**Placement by cell class**

The bar under the picture is 20 um long. Fill, decap, tap and diode cells in grey.
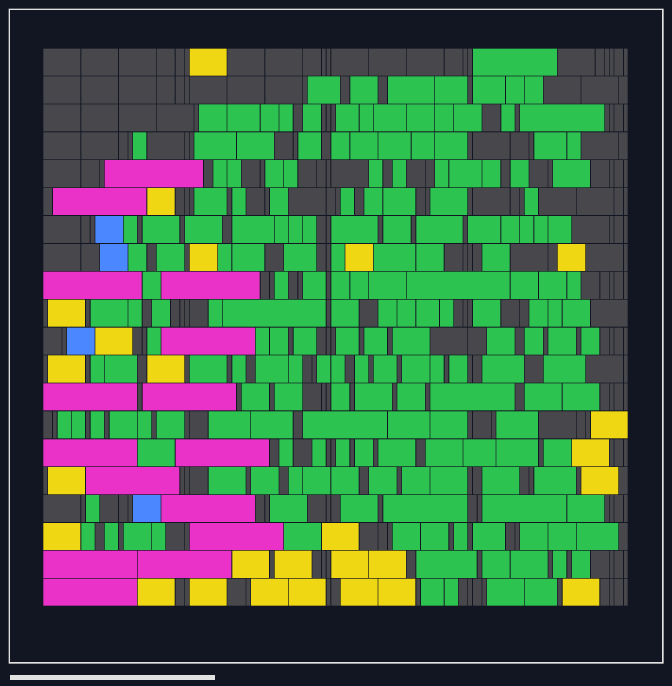
**Supply network**

Pins as bars on the die edge. Tap cells in grey.
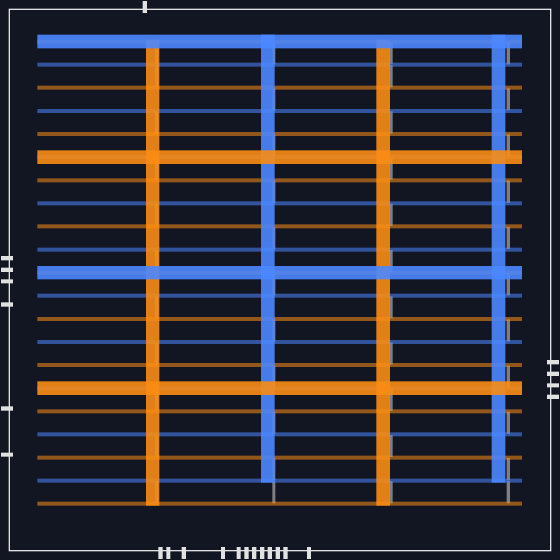
**Clock network drawn from the DEF**

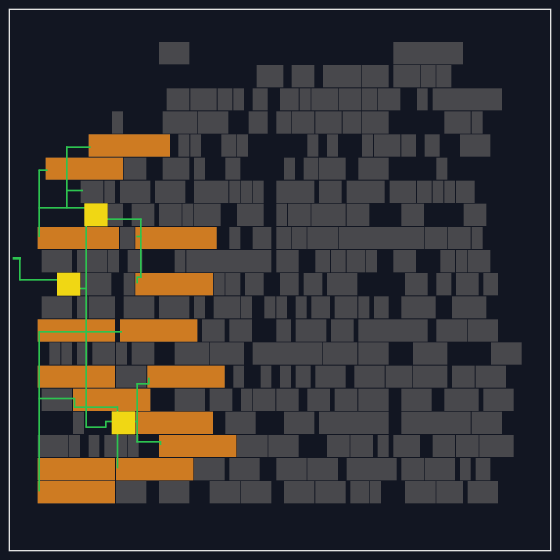
**The metal 2 layer**

The bar under the picture is 20 um long.
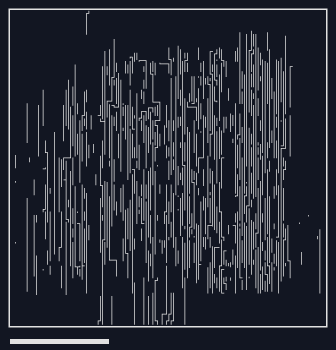
<file path="config.mk">
export PLATFORM = sky130hd
export DESIGN_NAME = sv_param_arbiter
export DESIGN_NICKNAME = d
export VERILOG_FILES = /design/src/rtl/sv_param_arbiter.sv
export SDC_FILE = /design/constraint.sdc
export NUM_CORES = 1
export LEC_CHECK = 0
export CAP_MARGIN = 20
export CORE_MARGIN = 3
export CORE_UTILIZATION = 57
export DETAILED_ROUTE_END_ITERATION = 12
export PLACE_DENSITY = 0.86
export SYNTH_ARGS = -nofsm -noshare
export SYNTH_HDL_FRONTEND = slang
export SYNTH_SLANG_ARGS = --single-unit
</file>
<file path="constraint.sdc">
create_clock -name clk -period 4.55 [get_ports clk]
set_clock_uncertainty 0.05 [all_clocks]
set_input_delay 0.91 -clock clk [delete_from_list [all_inputs] [get_ports clk]]
set_output_delay 0.91 -clock clk [all_outputs]
set_load 0.02 [all_outputs]
</file>
<file path="src/rtl/sv_param_arbiter.sv">
// Registered N-way arbiter, fixed-priority or round-robin, grant locked while the owner requests.
// Latency 1 cycle req->grant; optional per-owner hold limit when ARB_HOLD_LIMIT_EN is defined.
module sv_param_arbiter #(
   parameter  int N        = 8,
   parameter  int HOLD_MAX = 4,
   localparam int IDX_W    = (N > 1) ? $clog2(N) : 1
) (
   input  logic             clk,
   input  logic             rst_n,
   input  logic             mode_rr,
   input  logic [N-1:0]     req,
   output logic [N-1:0]     gnt_onehot,
   output logic [IDX_W-1:0] gnt_idx,
   output logic             gnt_valid
);

   typedef enum logic {IDLE, GRANT} state_t;

   typedef struct packed {
      logic             found;
      logic [IDX_W-1:0] idx;
   } pick_t;

   state_t           state_q, state_d;
   logic [N-1:0]     onehot_q, onehot_d;
   logic [IDX_W-1:0] idx_q, idx_d;
   logic             valid_q, valid_d;
   logic [IDX_W-1:0] ptr_q, ptr_d;

   logic [N-1:0]     cand;
   logic [N-1:0]     others;
   logic             owner_req;
   logic             do_arb;
   pick_t            pk;

`ifdef ARB_HOLD_LIMIT_EN
   localparam int               CNT_W    = $clog2(HOLD_MAX + 1);
   localparam logic [CNT_W-1:0] HOLD_LIM = CNT_W'(HOLD_MAX);
   logic [CNT_W-1:0] hold_cnt_q, hold_cnt_d;
`endif

   // Fixed: highest set index wins. RR: later search positions are overwritten
   // by earlier ones, so the first set bit after ptr survives.
   function automatic pick_t pick(input logic [N-1:0] c, input logic rr,
                                  input logic [IDX_W-1:0] ptr);
      pick_t r;
      int    j;
      r = '0;
      if (!rr) begin
         for (int i = 0; i < N; i++) begin
            if (c[i]) begin
               r.found = 1'b1;
               r.idx   = IDX_W'(i);
            end
         end
      end else begin
         for (int k = N; k >= 1; k--) begin
            j = (int'(ptr) + k) % N;
            if (c[j]) begin
               r.found = 1'b1;
               r.idx   = IDX_W'(j);
            end
         end
      end
      return r;
   endfunction

   assign owner_req = |(req & onehot_q);
   assign others    = req & ~onehot_q;

   always_comb begin
      state_d  = state_q;
      onehot_d = onehot_q;
      idx_d    = idx_q;
      valid_d  = valid_q;
      ptr_d    = ptr_q;
      cand     = '0;
      do_arb   = 1'b0;
`ifdef ARB_HOLD_LIMIT_EN
      hold_cnt_d = hold_cnt_q;
`endif

      case (state_q)
         IDLE: begin
            if (|req) begin
               do_arb = 1'b1;
               cand   = req;
            end
         end
         GRANT: begin
            if (!owner_req) begin
               do_arb = 1'b1;
               cand   = others;
            end
`ifdef ARB_HOLD_LIMIT_EN
            else if (hold_cnt_q == HOLD_LIM && |others) begin
               do_arb = 1'b1;
               cand   = others;
            end else if (hold_cnt_q != HOLD_LIM) begin
               hold_cnt_d = hold_cnt_q + 1'b1;
            end
`endif
         end
         default: state_d = IDLE;
      endcase

      pk = pick(cand, mode_rr, ptr_q);

      if (do_arb) begin
         if (pk.found) begin
            state_d          = GRANT;
            onehot_d         = '0;
            onehot_d[pk.idx] = 1'b1;
            idx_d            = pk.idx;
            valid_d          = 1'b1;
            ptr_d            = pk.idx;
`ifdef ARB_HOLD_LIMIT_EN
            hold_cnt_d       = CNT_W'(1);
`endif
         end else begin
            state_d  = IDLE;
            onehot_d = '0;
            idx_d    = '0;
            valid_d  = 1'b0;
`ifdef ARB_HOLD_LIMIT_EN
            hold_cnt_d = '0;
`endif
         end
      end
   end

   always_ff @(posedge clk or negedge rst_n) begin
      if (!rst_n) begin
         state_q  <= IDLE;
         onehot_q <= '0;
         idx_q    <= '0;
         valid_q  <= 1'b0;
         ptr_q    <= IDX_W'(N - 1);
`ifdef ARB_HOLD_LIMIT_EN
         hold_cnt_q <= '0;
`endif
      end else begin
         state_q  <= state_d;
         onehot_q <= onehot_d;
         idx_q    <= idx_d;
         valid_q  <= valid_d;
         ptr_q    <= ptr_d;
`ifdef ARB_HOLD_LIMIT_EN
         hold_cnt_q <= hold_cnt_d;
`endif
      end
   end

   assign gnt_onehot = onehot_q;
   assign gnt_idx    = idx_q;
   assign gnt_valid  = valid_q;

endmodule
</file>
==> impl_metrics.json <==
{
  "warnings": 27,
  "yosysTopAreaCell": "dfrtp_1",
  "fin_crit_ns": 3.97,
  "diodes": 0,
  "ys_cells": 220,
  "cts_tree": "yes",
  "synth_area_per_cell_um2": 8.58,
  "hold_violations": 0,
  "fp_util_pct": 60.8,
  "wire_per_inst_um": 19.7,
  "synthArstFlopShare_pct": 100,
  "ff_type": "dfrtp_1",
  "setup_viol": 0,
  "root_buffer": "clkbuf_4",
  "max_freq_ghz": 0.252,
  "synth_chip_area_mm2": 0.00189,
  "grt_overflow": 0,
  "critPathMaxFanout": 20,
  "die_y_um": 63.6,
  "period_used_pct": 87.2,
  "drtIter0Drc": 245,
  "synth.distinct_cells": 60,
  "maxCapViolCount": 0,
  "worstMarginPinSlew_ns": 1.08,
  "grt_pass1_wl_um": 9500,
  "postSynthSeqShare_pct": 20.1,
  "coreArea_mm2": 0.00310,
  "htree_levels": 1,
  "drc": 0,
  "r2r_slack_ns": 0.58,
  "slew_headroom_pct": 27.3,
  "edf_count": 0,
  "grt_start_max_net_pins": 30,
  "drtAntennaViolNets": 0,
  "fin_setup_tns_ns": 0,
  "post_cts_buffers": 0,
  "status": "finished, final reports clean",
  "grt_pass1_vias": 1972,
  "final_core_util_pct": 69.8,
  "netlist_area_mm2": 0.00189,
  "viasPerCell": 6.97,
  "crit_required_ns": 4.72,
  "cts_made_buffers": 3,
  "fp_nets": 233,
  "synthCells": 220
}
Back to the opening pictures, 'placement by cell class':
- blue: clock drivers and dummy loads (cells 4)
- green: combinational and other logic (cells 192)
- yellow: remaining buffers and delay cells (cells 26)
- magenta: sequential cells (cells 15)

Back to the opening pictures, 'supply network':
- blue: VDD
- orange: VSS
- met1 rails: 21
- signal pins: 23
- tap cells: 44

Back to the opening pictures, 'clock network drawn from the DEF':
- green: clock wires (length 137 um)
- orange: flip-flops (count 15)
- yellow: clock drivers (count 3)
- routed clock nets: 4
clk_lat worst skew: 0.28 ns

Back to the opening pictures, 'the metal 2 layer':
- longest straight run: 32.6 um
- wire length on this layer: 2700 um
met2 GRT Util: 48.2%
via count: 1958
DRT Wirelength: 5530 um

-- state kept, by name, indices dropped and copies added (netlist names) --
signal,count
gnt_idx,3
ptr_q,3
gnt_valid,1
gnt_onehot,8
-- area by class of cell --
type / count / area [um2]
clock buffer: 3 / 22.5
clock inverter: 1 / 7.51
inverter: 7 / 26.3
tap: 44 / 55.1
fill: 268 / 938
multi-input combinational: 185 / 1420
timing repair buffer: 26 / 250
sequential: 15 / 379
-- cells by family after synthesis --
logic type	count (synthesis)	synth area share, %
flip-flops	15	20.1
buffers and inverters	20	4.90
AND-OR/OR-AND	87	37.3
XOR/XNOR	4	1.86
adder cells (fa/ha/maj)	2	1.33
multiplexers	28	19.5
AND/OR/NAND/NOR	64	15.0
-- synthesized netlist by cell type, types with 5 or more instances --
cell and count:
a211oi_1 7, a21boi_0 8, a21o_1 5, a21oi_1 7
clkbuf_1 7, dfrtp_1 12, inv_1 5, mux2_2 11
mux2i_1 11, mux4_2 6, nand2_1 32, nor2_1 13
nor3_1 6, o21ai_0 10
-- critical path: stages (launching register included) --
cell      delay [ns]
dfstp_2         0.84
clkinv_1        0.17
ha_1            0.59
inv_1           0.11
a211oi_1        0.37
nor3_1          0.10
a21oi_1         0.42
mux2i_1         0.24
nor3_1          0.09
o41ai_4         0.63
a32o_1          0.28
-- final timing paths --
check                      startpoint            end  depth (start not counted)
max                          ptr_q[1]  gnt_onehot[0]                         10
min                        gnt_idx[2]     gnt_idx[2]                          2
max reg2reg                  ptr_q[1]  gnt_onehot[0]                         10
min reg2reg                gnt_idx[2]     gnt_idx[2]                          2
max in group asynchronous       rst_n      gnt_valid                          1
min in group asynchronous       rst_n  gnt_onehot[2]                          1
-- routing by layer --
layer  global-route usage [%]  share of wire, %  up-vias
met4                     11.1               2.6        0
met5                        0                 0        -
met2                     48.2                49      106
met1                     39.2                41      928
li1                         -                 -      908
met3                     3.21               8.0       16
-- metrics by stage --
stage	std cells	setup WS [ns]	hold slack [ns]
floorplan	220	0.966	0.540
global placement	277	0.482	0.407
detailed placement	277	0.443	0.414
CTS	281	0.647	0.447
global route	281	0.329	0.485
finish	281	0.581	0.443
